`config.mk`:
```
export PLATFORM = sky130hd
export DESIGN_NAME = execute_stage_flat
export DESIGN_NICKNAME = d
export VERILOG_FILES = /design/src/rtl/mips_pkg.sv /design/src/rtl/execute_stage_if.sv /design/src/rtl/execute_mult_div.sv /design/src/rtl/execute_stage.sv /design/src/flat_wrapper.sv
export SDC_FILE = /design/constraint.sdc
export NUM_CORES = 2
export LEC_CHECK = 0
export CORE_ASPECT_RATIO = 1.4
export CORE_MARGIN = 5
export CORE_UTILIZATION = 45
export DETAILED_ROUTE_END_ITERATION = 6
export GPL_ROUTABILITY_DRIVEN = 0
export SYNTH_ARGS = -nofsm -noshare
export SYNTH_HDL_FRONTEND = slang
export SYNTH_SLANG_ARGS = --single-unit
```
`constraint.sdc`:
```
create_clock -name clk -period 6.56 [get_ports clk]
set_clock_uncertainty 0.2 [all_clocks]
set_input_delay 1.312 -clock clk [delete_from_list [all_inputs] [get_ports clk]]
set_output_delay 1.312 -clock clk [all_outputs]
set_load 0.05 [all_outputs]
```
`src/rtl/mips_pkg.sv`:
```
// Shared MIPS R2000 encodings for decode and execute.
// ALU classes, R-type funct codes and mult/div defaults.
package mips_pkg;

  localparam int unsigned MD_CYCLES_DEF = 32;

  localparam logic [3:0] ALU_ADD   = 4'b0000;
  localparam logic [3:0] ALU_SUB   = 4'b0001;
  localparam logic [3:0] ALU_RTYPE = 4'b0010;
  localparam logic [3:0] ALU_AND   = 4'b0011;

  localparam logic [5:0] F_SLL   = 6'h00;
  localparam logic [5:0] F_SRL   = 6'h02;
  localparam logic [5:0] F_SRA   = 6'h03;
  localparam logic [5:0] F_MFHI  = 6'h10;
  localparam logic [5:0] F_MFLO  = 6'h12;
  localparam logic [5:0] F_MULT  = 6'h18;
  localparam logic [5:0] F_MULTU = 6'h19;
  localparam logic [5:0] F_DIV   = 6'h1A;
  localparam logic [5:0] F_DIVU  = 6'h1B;
  localparam logic [5:0] F_ADD   = 6'h20;
  localparam logic [5:0] F_ADDU  = 6'h21;
  localparam logic [5:0] F_SUB   = 6'h22;
  localparam logic [5:0] F_SUBU  = 6'h23;
  localparam logic [5:0] F_AND   = 6'h24;
  localparam logic [5:0] F_OR    = 6'h25;
  localparam logic [5:0] F_XOR   = 6'h26;
  localparam logic [5:0] F_NOR   = 6'h27;
  localparam logic [5:0] F_SLT   = 6'h2A;
  localparam logic [5:0] F_SLTU  = 6'h2B;

  typedef enum logic {
    MD_IDLE,
    MD_BUSY
  } md_state_e;

  function automatic logic is_md_funct(
    input logic [5:0] f
  );
    return (f == F_MULT) || (f == F_MULTU) ||
           (f == F_DIV)  || (f == F_DIVU);
  endfunction

endpackage

```
`src/rtl/execute_stage_if.sv`:
```
// ID/EX inputs, MEM/WB forwarding and EX/MEM outputs
// of the execute stage, bundled for port connection.
interface execute_stage_if;
  logic [5:0]  ex;
  logic [2:0]  m;
  logic [1:0]  wb;
  logic [4:0]  rs;
  logic [4:0]  rt;
  logic [4:0]  rd;
  logic [31:0] imm;
  logic [31:0] data_1;
  logic [31:0] data_2;
  logic        flush_ex;
  logic        reg_write;
  logic [4:0]  write_register;
  logic [31:0] write_data_reg;
  logic [2:0]  m_mem;
  logic [1:0]  wb_mem;
  logic [31:0] alu_result;
  logic [31:0] store_data;
  logic [4:0]  dst_reg;
  logic        overflow;
  logic        stall_ex;

  modport master (
    output ex, m, wb, rs, rt, rd, imm,
    output data_1, data_2, flush_ex,
    output reg_write, write_register,
    output write_data_reg,
    input  m_mem, wb_mem, alu_result,
    input  store_data, dst_reg,
    input  overflow, stall_ex
  );

  modport slave (
    input  ex, m, wb, rs, rt, rd, imm,
    input  data_1, data_2, flush_ex,
    input  reg_write, write_register,
    input  write_data_reg,
    output m_mem, wb_mem, alu_result,
    output store_data, dst_reg,
    output overflow, stall_ex
  );
endinterface

```
`src/rtl/execute_mult_div.sv`:
```
// Iterative HI/LO unit: shift-add multiply and
// restoring divide on magnitudes, signs fixed at the end.
module execute_mult_div
  import mips_pkg::*;
#(
  parameter int unsigned MD_CYCLES = MD_CYCLES_DEF
) (
  input  logic        clk,
  input  logic        rst,
  input  logic        start,
  input  logic        is_div,
  input  logic        is_signed,
  input  logic [31:0] a,
  input  logic [31:0] b,
  output logic        busy,
  output logic [31:0] hi,
  output logic [31:0] lo
);
  localparam int unsigned CW = $clog2(MD_CYCLES + 1);

  md_state_e     state_q, state_d;
  logic [CW-1:0] count_q;
  logic [31:0]   acc_q, wrk_q, opd_q;
  logic [31:0]   acc_d, wrk_d;
  logic          div_q, negq_q, negr_q, zero_q;
  logic          last;
  logic [32:0]   rem33, dif33, sum33;
  logic [63:0]   prod;
  logic [31:0]   quot, rem, abs_a, abs_b;

  assign abs_a = (is_signed && a[31]) ? -a : a;
  assign abs_b = (is_signed && b[31]) ? -b : b;
  assign busy  = state_q == MD_BUSY;
  assign last  = busy && (count_q == CW'(1));

  // FSM state register
  always_ff @(posedge clk or negedge rst) begin
    if (!rst) state_q <= MD_IDLE;
    else      state_q <= state_d;
  end

  // next state: start from idle, finish on last step
  always_comb begin
    state_d = state_q;
    case (state_q)
      MD_IDLE: if (start) state_d = MD_BUSY;
      MD_BUSY: if (last)  state_d = MD_IDLE;
      default: state_d = MD_IDLE;
    endcase
  end

  // one multiply or divide iteration
  always_comb begin
    acc_d = acc_q;
    wrk_d = wrk_q;
    rem33 = {acc_q, wrk_q[31]};
    dif33 = rem33 - {1'b0, opd_q};
    sum33 = {1'b0, acc_q} +
            (wrk_q[0] ? {1'b0, opd_q} : 33'd0);
    if (div_q) begin
      if (rem33 >= {1'b0, opd_q}) begin
        acc_d = dif33[31:0];
        wrk_d = {wrk_q[30:0], 1'b1};
      end else begin
        acc_d = rem33[31:0];
        wrk_d = {wrk_q[30:0], 1'b0};
      end
    end else begin
      acc_d = sum33[32:1];
      wrk_d = {sum33[0], wrk_q[31:1]};
    end
  end

  // sign fix-up of the final iteration
  always_comb begin
    prod = {acc_d, wrk_d};
    if (negq_q) prod = -prod;
    quot = negq_q ? -wrk_d : wrk_d;
    if (zero_q) quot = '1;
    rem  = negr_q ? -acc_d : acc_d;
  end

  // operand capture, iteration and HI/LO write
  always_ff @(posedge clk or negedge rst) begin
    if (!rst) begin
      count_q <= '0;
      acc_q   <= '0;
      wrk_q   <= '0;
      opd_q   <= '0;
      div_q   <= 1'b0;
      negq_q  <= 1'b0;
      negr_q  <= 1'b0;
      zero_q  <= 1'b0;
      hi      <= '0;
      lo      <= '0;
    end else if (!busy) begin
      if (start) begin
        acc_q   <= '0;
        wrk_q   <= abs_a;
        opd_q   <= abs_b;
        div_q   <= is_div;
        negq_q  <= is_signed && (a[31] ^ b[31]);
        negr_q  <= is_signed && a[31];
        zero_q  <= is_div && (b == '0);
        count_q <= CW'(MD_CYCLES);
      end
    end else begin
      acc_q   <= acc_d;
      wrk_q   <= wrk_d;
      count_q <= count_q - CW'(1);
      if (last) begin
        hi <= div_q ? rem  : prod[63:32];
        lo <= div_q ? quot : prod[31:0];
      end
    end
  end
endmodule

```
`src/rtl/execute_stage.sv`:
```
// MIPS EX stage: forwarding, ALU, HI/LO unit and
// the EX/MEM register, plus the front-end stall.
module execute_stage
  import mips_pkg::*;
#(
  parameter int unsigned MD_CYCLES = MD_CYCLES_DEF
) (
  input  logic           clk,
  input  logic           rst,
  execute_stage_if.slave bus
);
  logic [3:0]  cls;
  logic [5:0]  funct;
  logic [4:0]  shamt;
  logic        is_r, is_md, is_mf;
  logic        md_busy, md_start, bubble;
  logic        fa_ex, fa_wb, fb_ex, fb_wb;
  logic [31:0] op_a, op_b, op2, hi, lo, res;
  logic [32:0] sum33, dif33;
  logic        ovf;

  assign cls   = bus.ex[4:1];
  assign funct = bus.imm[5:0];
  assign shamt = bus.imm[10:6];
  assign is_r  = cls == ALU_RTYPE;
  assign is_md = is_r && is_md_funct(funct);
  assign is_mf = is_r &&
                 (funct == F_MFHI || funct == F_MFLO);

  assign fa_ex = bus.wb_mem[1] && !bus.m_mem[1] &&
                 bus.rs != 5'd0 && bus.dst_reg == bus.rs;
  assign fa_wb = bus.reg_write && bus.rs != 5'd0 &&
                 bus.write_register == bus.rs;
  assign fb_ex = bus.wb_mem[1] && !bus.m_mem[1] &&
                 bus.rt != 5'd0 && bus.dst_reg == bus.rt;
  assign fb_wb = bus.reg_write && bus.rt != 5'd0 &&
                 bus.write_register == bus.rt;

  // operand muxes, EX/MEM ahead of MEM/WB
  always_comb begin
    op_a = bus.data_1;
    op_b = bus.data_2;
    if (fa_ex)      op_a = bus.alu_result;
    else if (fa_wb) op_a = bus.write_data_reg;
    if (fb_ex)      op_b = bus.alu_result;
    else if (fb_wb) op_b = bus.write_data_reg;
    op2 = bus.ex[0] ? bus.imm : op_b;
  end

  assign bus.stall_ex = md_busy && (is_md || is_mf);
  assign bubble   = bus.stall_ex || bus.flush_ex;
  assign md_start = is_md && !bus.flush_ex && !md_busy;

  execute_mult_div #(
    .MD_CYCLES(MD_CYCLES)
  ) u_md (
    .clk      (clk),
    .rst      (rst),
    .start    (md_start),
    .is_div   (funct[1]),
    .is_signed(!funct[0]),
    .a        (op_a),
    .b        (op_b),
    .busy     (md_busy),
    .hi       (hi),
    .lo       (lo)
  );

  // ALU with signed overflow on ADD/SUB/ADDI
  always_comb begin
    res   = '0;
    ovf   = 1'b0;
    sum33 = {op_a[31], op_a} + {op2[31], op2};
    dif33 = {op_a[31], op_a} - {op2[31], op2};
    unique case (1'b1)
      cls == ALU_ADD: begin
        res = sum33[31:0];
        ovf = sum33[32] ^ sum33[31];
      end
      cls == ALU_SUB: res = dif33[31:0];
      cls == ALU_AND: res = op_a & op2;
      is_r: begin
        case (funct)
          F_ADD: begin
            res = sum33[31:0];
            ovf = sum33[32] ^ sum33[31];
          end
          F_ADDU: res = sum33[31:0];
          F_SUB: begin
            res = dif33[31:0];
            ovf = dif33[32] ^ dif33[31];
          end
          F_SUBU: res = dif33[31:0];
          F_AND:  res = op_a & op2;
          F_OR:   res = op_a | op2;
          F_XOR:  res = op_a ^ op2;
          F_NOR:  res = ~(op_a | op2);
          F_SLT:
            res = {31'd0, $signed(op_a) < $signed(op2)};
          F_SLTU: res = {31'd0, op_a < op2};
          F_SLL:  res = op2 << shamt;
          F_SRL:  res = op2 >> shamt;
          F_SRA:  res = $signed(op2) >>> shamt;
          F_MFHI: res = hi;
          F_MFLO: res = lo;
          default: res = '0;
        endcase
      end
      default: res = sum33[31:0];
    endcase
  end

  // EX/MEM register; stall or flush loads a bubble
  always_ff @(posedge clk or negedge rst) begin
    if (!rst) begin
      bus.m_mem      <= '0;
      bus.wb_mem     <= '0;
      bus.alu_result <= '0;
      bus.store_data <= '0;
      bus.dst_reg    <= '0;
      bus.overflow   <= 1'b0;
    end else if (bubble) begin
      bus.m_mem      <= '0;
      bus.wb_mem     <= '0;
      bus.alu_result <= '0;
      bus.store_data <= '0;
      bus.dst_reg    <= '0;
      bus.overflow   <= 1'b0;
    end else begin
      bus.m_mem      <= bus.m;
      bus.wb_mem     <= ovf ? 2'b00 : bus.wb;
      bus.alu_result <= res;
      bus.store_data <= op_b;
      bus.dst_reg    <= bus.ex[5] ? bus.rd : bus.rt;
      bus.overflow   <= ovf;
    end
  end
endmodule

```
`src/flat_wrapper.sv`:
```
// flat-port wrapper written by rule: the top's interface ports become plain ports
module execute_stage_flat import mips_pkg::*;
#(
  parameter int unsigned MD_CYCLES = MD_CYCLES_DEF
)
  (clk, rst, bus_ex, bus_m, bus_wb, bus_rs, bus_rt, bus_rd, bus_imm, bus_data_1, bus_data_2, bus_flush_ex, bus_reg_write, bus_write_register, bus_write_data_reg, bus_m_mem, bus_wb_mem, bus_alu_result, bus_store_data, bus_dst_reg, bus_overflow, bus_stall_ex);
  execute_stage_if bus_i ();
  input  logic clk;
  input  logic rst;
  input wire logic [$bits(bus_i.ex)-1:0] bus_ex;
  input wire logic [$bits(bus_i.m)-1:0] bus_m;
  input wire logic [$bits(bus_i.wb)-1:0] bus_wb;
  input wire logic [$bits(bus_i.rs)-1:0] bus_rs;
  input wire logic [$bits(bus_i.rt)-1:0] bus_rt;
  input wire logic [$bits(bus_i.rd)-1:0] bus_rd;
  input wire logic [$bits(bus_i.imm)-1:0] bus_imm;
  input wire logic [$bits(bus_i.data_1)-1:0] bus_data_1;
  input wire logic [$bits(bus_i.data_2)-1:0] bus_data_2;
  input wire logic [$bits(bus_i.flush_ex)-1:0] bus_flush_ex;
  input wire logic [$bits(bus_i.reg_write)-1:0] bus_reg_write;
  input wire logic [$bits(bus_i.write_register)-1:0] bus_write_register;
  input wire logic [$bits(bus_i.write_data_reg)-1:0] bus_write_data_reg;
  output wire logic [$bits(bus_i.m_mem)-1:0] bus_m_mem;
  output wire logic [$bits(bus_i.wb_mem)-1:0] bus_wb_mem;
  output wire logic [$bits(bus_i.alu_result)-1:0] bus_alu_result;
  output wire logic [$bits(bus_i.store_data)-1:0] bus_store_data;
  output wire logic [$bits(bus_i.dst_reg)-1:0] bus_dst_reg;
  output wire logic [$bits(bus_i.overflow)-1:0] bus_overflow;
  output wire logic [$bits(bus_i.stall_ex)-1:0] bus_stall_ex;
  assign bus_i.ex = bus_ex;
  assign bus_i.m = bus_m;
  assign bus_i.wb = bus_wb;
  assign bus_i.rs = bus_rs;
  assign bus_i.rt = bus_rt;
  assign bus_i.rd = bus_rd;
  assign bus_i.imm = bus_imm;
  assign bus_i.data_1 = bus_data_1;
  assign bus_i.data_2 = bus_data_2;
  assign bus_i.flush_ex = bus_flush_ex;
  assign bus_i.reg_write = bus_reg_write;
  assign bus_i.write_register = bus_write_register;
  assign bus_i.write_data_reg = bus_write_data_reg;
  assign bus_m_mem = bus_i.m_mem;
  assign bus_wb_mem = bus_i.wb_mem;
  assign bus_alu_result = bus_i.alu_result;
  assign bus_store_data = bus_i.store_data;
  assign bus_dst_reg = bus_i.dst_reg;
  assign bus_overflow = bus_i.overflow;
  assign bus_stall_ex = bus_i.stall_ex;
  execute_stage #(.MD_CYCLES(MD_CYCLES)) u_core (.clk(clk), .rst(rst), .bus(bus_i));
endmodule
```
==> images/floorplan.png <==
The bar under the picture is 50 um long. Pins as bars on the die edge. Tap cells in grey.
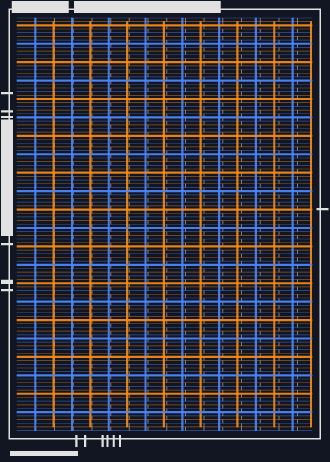
VSS: drawn in blue. VDD: drawn in orange.
239 signal pins sit on the boundary. 22 straps on met5. The core has 112 rows.
DIE HEIGHT: 316 um
VDD IR-drop max: 227 uV
core area: 66400 um^2

==> images/class_map.png <==
The bar under the picture is 50 um long.
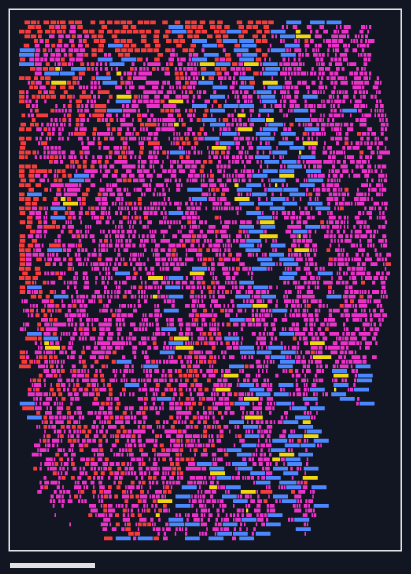
remaining logic cells: drawn in magenta, cells 3515, share of their area 63%. registers: drawn in blue, cells 246, share of their area 17%. remaining buffers and delay cells: drawn in red, cells 761, share of their area 18%. clock drivers and dummy loads: drawn in yellow, cells 56, share of their area 2.9%.
Seq area share: 16.3%
utilization after layout: 56.9%
post-route cell area: 37800 um^2

==> flow_metrics.env <==
# physical design summary
export IMPL_status="complete, but fails checks"
export IMPL_violations="DRC"
export IMPL_power_leader="combinational logic"
export IMPL_syn_avg_cell_area_um2=7.43
export IMPL_worst_slack_ns=0.126
export IMPL_initCoreUtil_pct=45.3
export IMPL_flop_cell="dfrtp_1"
export IMPL_power_density_nw_per_um2=325
export IMPL_drc=9
export IMPL_p_total_uw=12300
export IMPL_synthDistinctLibCells=120
export IMPL_r2r_slack_ns=0.84
export IMPL_seq_cells=246
export IMPL_routed_via_density=6.71
export IMPL_top_usage_layer="met2"
export IMPL_worstSetupPathType="in -> reg"
export IMPL_wl_met1_um=56100
export IMPL_slowest_delay_ns=0.98
export IMPL_regArea_um2=6160
export IMPL_p_int_uw=5940
export IMPL_hold_viol=0
export IMPL_slew_headroom_pct=11.9
export IMPL_crit_path_start="bus_rt[4]"
export IMPL_crit_fanout=16
export IMPL_inverters=170
export IMPL_antenna_left=0
export IMPL_globalRouteMet3Util_pct=16.1
export IMPL_drv_slew=0
export IMPL_synthXorXnorAreaFrac_pct=6.96
export IMPL_h_tree_depth=1
export IMPL_ys_sh_simple_pct=20.1
export IMPL_seq_power_uw=2510
export IMPL_cp_endpoint="u_core.bus.alu_result[3]$_DFF_PN0_"
export IMPL_nMultiInputCombCells=3345
export IMPL_crit_arrival_ns=6.78
export IMPL_cts_buffer_depth=3
export IMPL_edf_count=0
export IMPL_ys_cells=4047
export IMPL_cts_hold_buf=0
export IMPL_max_freq_mhz=155
export IMPL_met2_usage_pct=69.1
export IMPL_common_cells="440 x nand2_1, 367 x o21ai_0, 366 x nor2_1, 340 x a21oi_1, 246 x dfrtp_1"
export IMPL_die_w_um=229
export IMPL_wl_per_cell_um=31.0
export IMPL_fp_nets=4381
export IMPL_placed_area_um2=36400
export IMPL_cts_resized=16
export IMPL_min_period_ns=6.43
export IMPL_numCtsBuffers=30
export IMPL_areaGrowthSynthToFinish_pct=25.7
export IMPL_tightest_slew_ns=1.29
export IMPL_fill_cells=6367
export IMPL_drt_wl_total_um=169000
export IMPL_clk_pin_slew_worst_paths_ns=0.06
export IMPL_slowest_stage="mux2i_1"
export IMPL_synthAoiAreaFrac_pct=30.9
export IMPL_crit_required_ns=6.90
export IMPL_met1_usage_pct=48.8
export IMPL_hold_depth=2
export IMPL_clkPwrFrac_pct=15.3
export IMPL_ys_sh_adder_pct=7.21
export IMPL_async_flop_share_pct=100
export IMPL_io_pins=239
export IMPL_end_kind="register"
export IMPL_pre_cts_slack_ns=-1.04
export IMPL_power_frac_comb_pct=64.3
export IMPL_hold_class="reg -> reg"
export IMPL_top_area_cell="dfrtp_1"
export IMPL_mostFrequentLayoutCell="buf_4"
export IMPL_buffers_excl_clock=761
export IMPL_first_pass_iters=7
export IMPL_drtIter0Drc=5724
export IMPL_yosysChipArea_um2=30100
export IMPL_grt_pass1_wl_um=240000
export IMPL_power_switching_uw=6370
export IMPL_largest_cell_class="combinational gates"
export IMPL_overflow=0
export IMPL_diodes=9
export IMPL_timing_hold_ws_ns=0.294
export IMPL_log_warning_count=98
export IMPL_final_cells=5442
export IMPL_timing_rr_start="u_core.u_md.opd_q[1]$_DFFE_PN0P_"
export IMPL_logic_family="AND-OR/OR-AND gates"
export IMPL_antenna_found_initial=12
export IMPL_rr_worst_depth=19
export IMPL_maxCapViolations=0
export IMPL_nClkBuffers=42
export IMPL_finalSetupTns_ns=0
export IMPL_root_buffer="clkbuf_16"
export IMPL_clock_power_uw=1880
export IMPL_r2r_end="u_core.u_md.hi[12]$_DFFE_PN0P_"
export IMPL_powerComb_uw=7920
export IMPL_routed_via_count=36515
export IMPL_clock_area_share_pct=2.82
export IMPL_ys_seq_share_pct=20.5
export IMPL_min_delay_start="u_core.u_md.hi[14]$_DFFE_PN0P_"
export IMPL_grt_max_degree=107
export IMPL_final_layout_top_logic_cells="503 x buf_4, 439 x nand2_1, 363 x nor2_1"
export IMPL_port_buffers=238
export IMPL_hold_end="u_core.u_md.hi[14]$_DFFE_PN0P_"
export IMPL_path_delay_family="buffers and inverters"
export IMPL_most_common_cell="nand2_1"
export IMPL_cts_setup_buffers=2
export IMPL_wl_met2_um=72000
export IMPL_ys_warn_count=0
export IMPL_setup_viol=0
export IMPL_dr_max_layer_used="met5"
export IMPL_start_kind="primary input"
export IMPL_final_nets=4888
export IMPL_cp_cell_sequence="clkdlybuf4s50_1 > or4_4 > o211ai_2 > buf_6 > buf_6 > o21ai_0 > buf_4 > a31oi_2 > mux2i_1 > buf_4 > buf_4 > mux2i_1 > mux2i_1 > mux2i_1 > a2111oi_0 > buf_4 > o21ai_0 > nand4_1 > a221oi_1 > buf_4"
export IMPL_cp_num_buf_inv=8
export IMPL_clock_latency_ns=0.62
export IMPL_p_sw_share_pct=51.8
export IMPL_cts_sinks=246
export IMPL_cpMostUsedCell="buf_4"
export IMPL_synth_flops=246
export IMPL_final_nonclk_buf_share_pct=17.2
export IMPL_cts_tree="yes"
export IMPL_drive_above_1_share_pct=17.4
export IMPL_comb_cell_share_pct=59.1
export IMPL_topCellsByArea="dfrtp_1 20%, ha_1 6.9%, o21ai_0 6.1%"
export IMPL_syn_instance_count=4047
export IMPL_top_cell_area_share_pct=20.5
export IMPL_tap_cells=855
export IMPL_met3WireLength_um=20700
export IMPL_hpwl_um=127000
export IMPL_p_leak_uw=0.0160
export IMPL_rows=112
export IMPL_path_depth=20
Power is estimated from default activity; no workload was simulated.
